PDN straps and rails:
The bar under the picture is 20 µm long. Pins as bars on the die edge. Tap cells in grey.
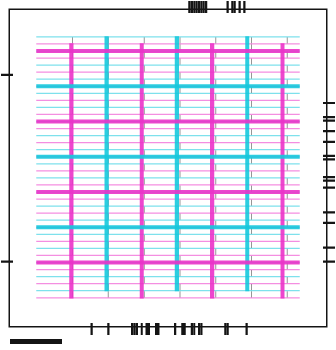
Cell classes on the final placement:
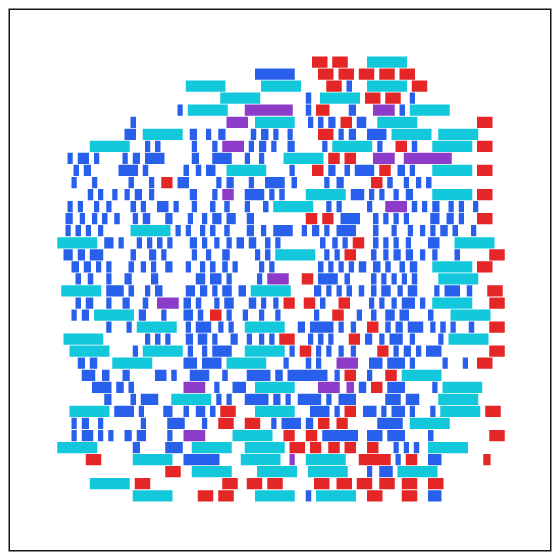
File: config.mk
export PLATFORM = sky130hd
export DESIGN_NAME = ldtu_bs_auto
export DESIGN_NICKNAME = d
export VERILOG_FILES = /design/src/rtl/ldtu_bs_pkg.sv /design/src/rtl/ldtu_bsl_estimator.sv /design/src/rtl/ldtu_bs_auto.sv
export SDC_FILE = /design/constraint.sdc
export NUM_CORES = 1
export LEC_CHECK = 0
export ABC_AREA = 1
export CAP_MARGIN = 30
export CELL_PAD_IN_SITES_DETAIL_PLACEMENT = 1
export CELL_PAD_IN_SITES_GLOBAL_PLACEMENT = 1
export CORE_MARGIN = 10
export CORE_UTILIZATION = 37
export CTS_CLUSTER_SIZE = 16
export DETAILED_ROUTE_END_ITERATION = 10
export PLACE_DENSITY = 0.78
export SETUP_SLACK_MARGIN = 0.02
export SLEW_MARGIN = 30
export SYNTH_ARGS = -nofsm -noshare
export SYNTH_HDL_FRONTEND = slang
export SYNTH_HIERARCHICAL = 1
export SYNTH_SLANG_ARGS = --single-unit
File: constraint.sdc
create_clock -name DCLK -period 2 [get_ports DCLK]
set_clock_uncertainty 0.1 [all_clocks]
set_input_delay 0.2 -clock DCLK [delete_from_list [all_inputs] [get_ports DCLK]]
set_output_delay 0.2 -clock DCLK [all_outputs]
set_load 0.01 [all_outputs]
File: src/rtl/ldtu_bs_pkg.sv
// Shared types and helpers for the LiTe-DTU baseline-subtraction stage.
// Holds the estimator state encoding, baseline-mode constants and the accumulator sizing.
package ldtu_bs_pkg;

  typedef enum logic [1:0] {
    IDLE   = 2'd0,
    ACQ    = 2'd1,
    UPDATE = 2'd2
  } bsl_state_e;

  localparam logic BSL_MODE_MANUAL = 1'b0;
  localparam logic BSL_MODE_AUTO   = 1'b1;

  function automatic int acc_width(input int nbits, input int avg_log2);
    return nbits + avg_log2;
  endfunction

endpackage

File: src/rtl/ldtu_bsl_estimator.sv
// Pedestal estimator: averages 2^AVG_LOG2 valid samples into a clamped auto baseline.
// Takes every valid sample while acquiring; invalid cycles simply stretch the acquisition.
module ldtu_bsl_estimator
  import ldtu_bs_pkg::*;
#(
  parameter int NBITS    = 12,
  parameter int BSL_BITS = 8,
  parameter int AVG_LOG2 = 4
) (
  input  logic                clk_i,
  input  logic                rst_ni,
  input  logic                smp_vld_i,
  input  logic [NBITS-1:0]    smp_dat_i,
  input  logic                calib_start_i,
  output logic [BSL_BITS-1:0] auto_bsl_o,
  output logic                calib_busy_o,
  output logic                calib_done_o
);

  localparam int AW = acc_width(NBITS, AVG_LOG2);
  localparam logic [AVG_LOG2-1:0] CNT_LAST = '1;
  localparam logic [NBITS-1:0] BSL_MAX = NBITS'(2**BSL_BITS - 1);

  bsl_state_e          state_q;
  logic [AW-1:0]       acc_q;
  logic [AVG_LOG2-1:0] cnt_q;
  logic [BSL_BITS-1:0] auto_q;
  logic [BSL_BITS-1:0] auto_d;
  logic                busy_q;
  logic                done_q;
  logic [NBITS-1:0]    mean;

  // Truncating divide is just a slice; the clamp keeps a hot pedestal from wrapping.
  assign mean   = acc_q[AW-1:AVG_LOG2];
  assign auto_d = (mean > BSL_MAX) ? BSL_MAX[BSL_BITS-1:0] : mean[BSL_BITS-1:0];

  always_ff @(posedge clk_i or negedge rst_ni) begin
    if (!rst_ni) begin
      state_q <= IDLE;
      acc_q   <= '0;
      cnt_q   <= '0;
      auto_q  <= '0;
      busy_q  <= 1'b0;
      done_q  <= 1'b0;
    end else begin
      done_q <= 1'b0;
      unique case (state_q)
        IDLE: begin
          if (calib_start_i) begin
            state_q <= ACQ;
            acc_q   <= '0;
            cnt_q   <= '0;
            busy_q  <= 1'b1;
          end
        end
        ACQ: begin
          if (smp_vld_i) begin
            acc_q <= acc_q + AW'(smp_dat_i);
            cnt_q <= cnt_q + AVG_LOG2'(1);
            if (cnt_q == CNT_LAST) begin
              state_q <= UPDATE;
              busy_q  <= 1'b0;
              done_q  <= 1'b1;
            end
          end
        end
        UPDATE: begin
          auto_q  <= auto_d;
          state_q <= IDLE;
        end
        default: state_q <= IDLE;
      endcase
    end
  end

  assign auto_bsl_o   = auto_q;
  assign calib_busy_o = busy_q;
  assign calib_done_o = done_q;

endmodule

File: src/rtl/ldtu_bs_auto.sv
// Baseline subtraction for one ADC channel, manual or auto-estimated baseline.
// Two-cycle latency data_valid -> data_out_valid; no backpressure, one sample per cycle.
module ldtu_bs_auto
  import ldtu_bs_pkg::*;
#(
  parameter int NBITS    = 12,
  parameter int BSL_BITS = 8,
  parameter int AVG_LOG2 = 4,
  parameter int SAT_EN   = 1
) (
  input  logic                DCLK,
  input  logic                rst_b,
  input  logic [NBITS-1:0]    data_in,
  input  logic                data_valid,
  input  logic                bsl_mode,
  input  logic [BSL_BITS-1:0] bsl_manual,
  input  logic                calib_start,
  output logic [NBITS-1:0]    data_out,
  output logic                data_out_valid,
  output logic                underflow,
  output logic [BSL_BITS-1:0] bsl_out,
  output logic                calib_busy,
  output logic                calib_done
);

  logic [NBITS-1:0]    s1_dat_q;
  logic                s1_vld_q;
  logic [NBITS-1:0]    out_dat_q;
  logic                out_vld_q;
  logic                out_uf_q;
  logic [BSL_BITS-1:0] bsl_q;

  logic [BSL_BITS-1:0] auto_bsl;
  logic [BSL_BITS-1:0] bsl_sel;
  logic [NBITS-1:0]    bsl_ext;
  logic [NBITS:0]      diff;
  logic                uf_d;
  logic [NBITS-1:0]    res_d;

  ldtu_bsl_estimator #(
    .NBITS   (NBITS),
    .BSL_BITS(BSL_BITS),
    .AVG_LOG2(AVG_LOG2)
  ) u_est (
    .clk_i        (DCLK),
    .rst_ni       (rst_b),
    .smp_vld_i    (s1_vld_q),
    .smp_dat_i    (s1_dat_q),
    .calib_start_i(calib_start),
    .auto_bsl_o   (auto_bsl),
    .calib_busy_o (calib_busy),
    .calib_done_o (calib_done)
  );

  assign bsl_sel = (bsl_mode == BSL_MODE_AUTO) ? auto_bsl : bsl_manual;
  assign bsl_ext = NBITS'(bsl_sel);

  // Extra MSB of the difference is the borrow, i.e. the underflow flag.
  assign diff  = {1'b0, s1_dat_q} - {1'b0, bsl_ext};
  assign uf_d  = diff[NBITS];
  assign res_d = ((SAT_EN != 0) && uf_d) ? '0 : diff[NBITS-1:0];

  always_ff @(posedge DCLK or negedge rst_b) begin
    if (!rst_b) begin
      s1_dat_q  <= '0;
      s1_vld_q  <= 1'b0;
      out_dat_q <= '0;
      out_vld_q <= 1'b0;
      out_uf_q  <= 1'b0;
      bsl_q     <= '0;
    end else begin
      s1_dat_q  <= data_in;
      s1_vld_q  <= data_valid;
      out_vld_q <= s1_vld_q;
      bsl_q     <= bsl_sel;
      if (s1_vld_q) begin
        out_dat_q <= res_d;
        out_uf_q  <= uf_d;
      end
    end
  end

  assign data_out       = out_dat_q;
  assign data_out_valid = out_vld_q;
  assign underflow      = out_uf_q;
  assign bsl_out        = bsl_q;

endmodule

==> impl_metrics.py <==
# Physical implementation metrics
metrics = {
    "route": {
        "detail_route.wirelength_mm": 12.0,
        "route.detailed.vias_per_inst": 4.84,
        "post_drt_wl_per_cell_um": 16.3,
        "via_count": 3567,
        "route.antenna.remaining_nets": 0,
    },
    "min_path": {
        "worstHoldStart": "data_valid",
        "worst_hold_path_type": "in -> reg",
    },
    "synthesis": {
        "ys_chip_area_um2": 3840,
        "synth.top_cells.by_area": "sky130_fd_sc_hd__dfrtp_1 (44%), sky130_fd_sc_hd__nand2_1 (16%), sky130_fd_sc_hd__ha_1 (7.2%), sky130_fd_sc_hd__inv_1 (7.0%), sky130_fd_sc_hd__nand3_1 (4.3%)",
        "ys.flops": 67,
        "synth-main-ff-cell": "sky130_fd_sc_hd__dfrtp_1",
        "netlist_top_cells_count": "sky130_fd_sc_hd__nand2_1 (166), sky130_fd_sc_hd__inv_1 (72), sky130_fd_sc_hd__dfrtp_1 (67)",
        "yosysTopAreaCell": "sky130_fd_sc_hd__dfrtp_1",
        "postSynthSeqShare_pct": 43.6,
        "synth.yosys.warnings": 6,
        "yosysTopAreaCellShare_pct": 43.6,
    },
    "job": {
        "log.warning_count": 29,
        "drv.max_cap_violation_count": 0,
    },
    "floorplanning": {
        "die_w_um": 122,
        "fp.dieArea_um2": 14900,
    },
    "worst_setup_path": {
        "arrival_time_at_the_worst_endpoint_ns": 2.34,
        "worstSetupStartpointType": "flip-flop",
        "worstSetupPathType": "reg -> reg",
        "ff_to_ff_path_depth": 10,
    },
    "placement": {
        "postPlaceCellArea_um2": 4690,
        "placement.io_buffers": 48,
        "dp_hpwl_mm": 8.83,
    },
    "clock_network": {
        "post_cts_resized": 15,
        "cts_tree": "yes",
        "cts_hold_repair.buffers": 1,
        "post-cts-setup-buffer-count": 3,
        "clock_insertion_delay_worst_skew_ns": 0.35,
    },
    "grt": {
        "gr_usage_total_pct": 16.1,
        "grt_max_degree": 49,
        "overflow_after_grt": 0,
    },
    "final_layout": {
        "logic_area_um2": 1970,
        "seq_cell_count": 67,
        "final.clkbuf_count": 12,
        "n_all_buffers": 85,
        "largest_register_ffs": 16,
        "comb_area_share_pct": 38.5,
    },
    "sta": {
        "setup_viol": 13,
        "setup_tns_ns": -1.54,
        "grt_setup_unrepaired": "yes",
        "layout_worst_path_cycle_share_pct": 108,
        "setup_ws_ns": -0.151,
        "worst_slew_pin_slew_ns": 0.488,
    },
    "run_status": {
        "failed_checks": "setup timing",
        "outcome": "finished, violations left",
    },
    "power_and_ir_drop": {
        "max-vdd-ir-drop_uv": 613,
    },
}
-- 'PDN straps and rails' (at the start) --
legend:
  VSS:
    colour: magenta
  VDD:
    colour: cyan
met5 straps: 7
tap cells: 136

-- 'cell classes on the final placement' (at the start) --
legend:
  clock drivers and dummy loads:
    colour: purple
    cells: 16
    share_of_their_area: 4.6%
  remaining logic cells:
    colour: blue
    cells: 433
    share_of_their_area: 46%
  remaining buffers and delay cells:
    colour: red
    cells: 85
    share_of_their_area: 16%
  registers:
    colour: cyan
    cells: 67
    share_of_their_area: 34%
Placement Rows: 37
share of the core filled with cells in the final layout: 49.8%
final instance area: 5100 µm²
sequential fraction of total cell area: 32.9%
standard cell core area: 10200 µm²

worst max-delay path, cell delays in order, from the launching register on:
cell and delay, ns:
sky130_fd_sc_hd__dfrtp_1 0.38, sky130_fd_sc_hd__mux2_4 0.28, sky130_fd_sc_hd__ha_4 0.17, sky130_fd_sc_hd__fa_2 0.35, sky130_fd_sc_hd__inv_2 0.09, sky130_fd_sc_hd__nand3_2 0.08
sky130_fd_sc_hd__nand2_4 0.10, sky130_fd_sc_hd__nand2_4 0.06, sky130_fd_sc_hd__a21oi_4 0.27, sky130_fd_sc_hd__nand3_1 0.11, sky130_fd_sc_hd__nand2_1 0.08
path summary, 6_finish.rpt:
path | end | slack (ns)
hold reg to reg | data_out[6] | 0.38
setup / recovery | data_out[7] | -0.15
hold / removal | s1_vld_q | 0.17
min in group asynchronous | data_out[8] | 0.24
setup reg to reg | data_out[7] | -0.15
max in group asynchronous | u_est/acc_q[9] | 0.93
logic make-up (layout without fill, tap and decap cells):
group,Yosys count,count (layout),share of synthesized area [%]
and+or+nand+nor,270,270,30.3
muxes,1,1,0.293
adders and majority gates,24,24,8.21
AOI/OAI and AO/OA,55,55,8.01
xor gates and xnor gates,5,5,1.14
DFF,67,67,43.6
buffers and inverters,83,179,8.43
per-stage QoR:
step / power [mW] / hold slack, ns / utilization [%] / worst slack [ns] / instances
CTS: 6.44 / 0.158 / 48.8 / -0.200 / 733
global route: 7.13 / 0.153 / 49.8 / -0.243 / 737
global placement: 4.85 / 0.0815 / 45.8 / -0.666 / 713
detailed placement: 5.00 / 0.0835 / 45.8 / -0.826 / 713
floorplan: 3.87 / -0.196 / - / 0.0229 / 505
finish: 6.56 / 0.174 / 49.8 / -0.151 / 737
where the power goes:
group	switching, mW	internal (mW)	total, mW
Clock	0.548	0.769	1.32
Combinational	1.80	1.36	3.16
Sequential	0.307	1.77	2.08
Total	2.66	3.90	6.56
layer usage:
layer / up-vias / share of wire (%) / global-route usage [%]
met4: 0 / 2.0 / 5.81
met2: 44 / 54 / 29.8
met3: 17 / 2.7 / 3.33
li1: 1769 / - / -
met5: - / 0 / 0
met1: 1737 / 41 / 17.6
cell usage in the layout, fill, tap and decap left out, types with 4 or more instances in the layout:
cell and count:
sky130_fd_sc_hd__nor2_1 37, sky130_fd_sc_hd__dfrtp_1 67, sky130_fd_sc_hd__inv_1 71, sky130_fd_sc_hd__clkbuf_8 11, sky130_fd_sc_hd__o21ai_2 6, sky130_fd_sc_hd__nand2_1 163, sky130_fd_sc_hd__nor2_2 4, sky130_fd_sc_hd__o21ai_1 4
sky130_fd_sc_hd__inv_2 7, sky130_fd_sc_hd__nor3_1 5, sky130_fd_sc_hd__ha_1 17, sky130_fd_sc_hd__a21oi_1 19, sky130_fd_sc_hd__nand3b_1 5, sky130_fd_sc_hd__o21ai_0 17, sky130_fd_sc_hd__nand3_1 27, sky130_fd_sc_hd__nand2_2 4
sky130_fd_sc_hd__buf_4 35, sky130_fd_sc_hd__clkdlybuf4s50_1 46, sky130_fd_sc_hd__nand4_1 5, sky130_fd_sc_hd__nand2_4 7, sky130_fd_sc_hd__nand3_2 6
Power is estimated from default activity; no workload was simulated.
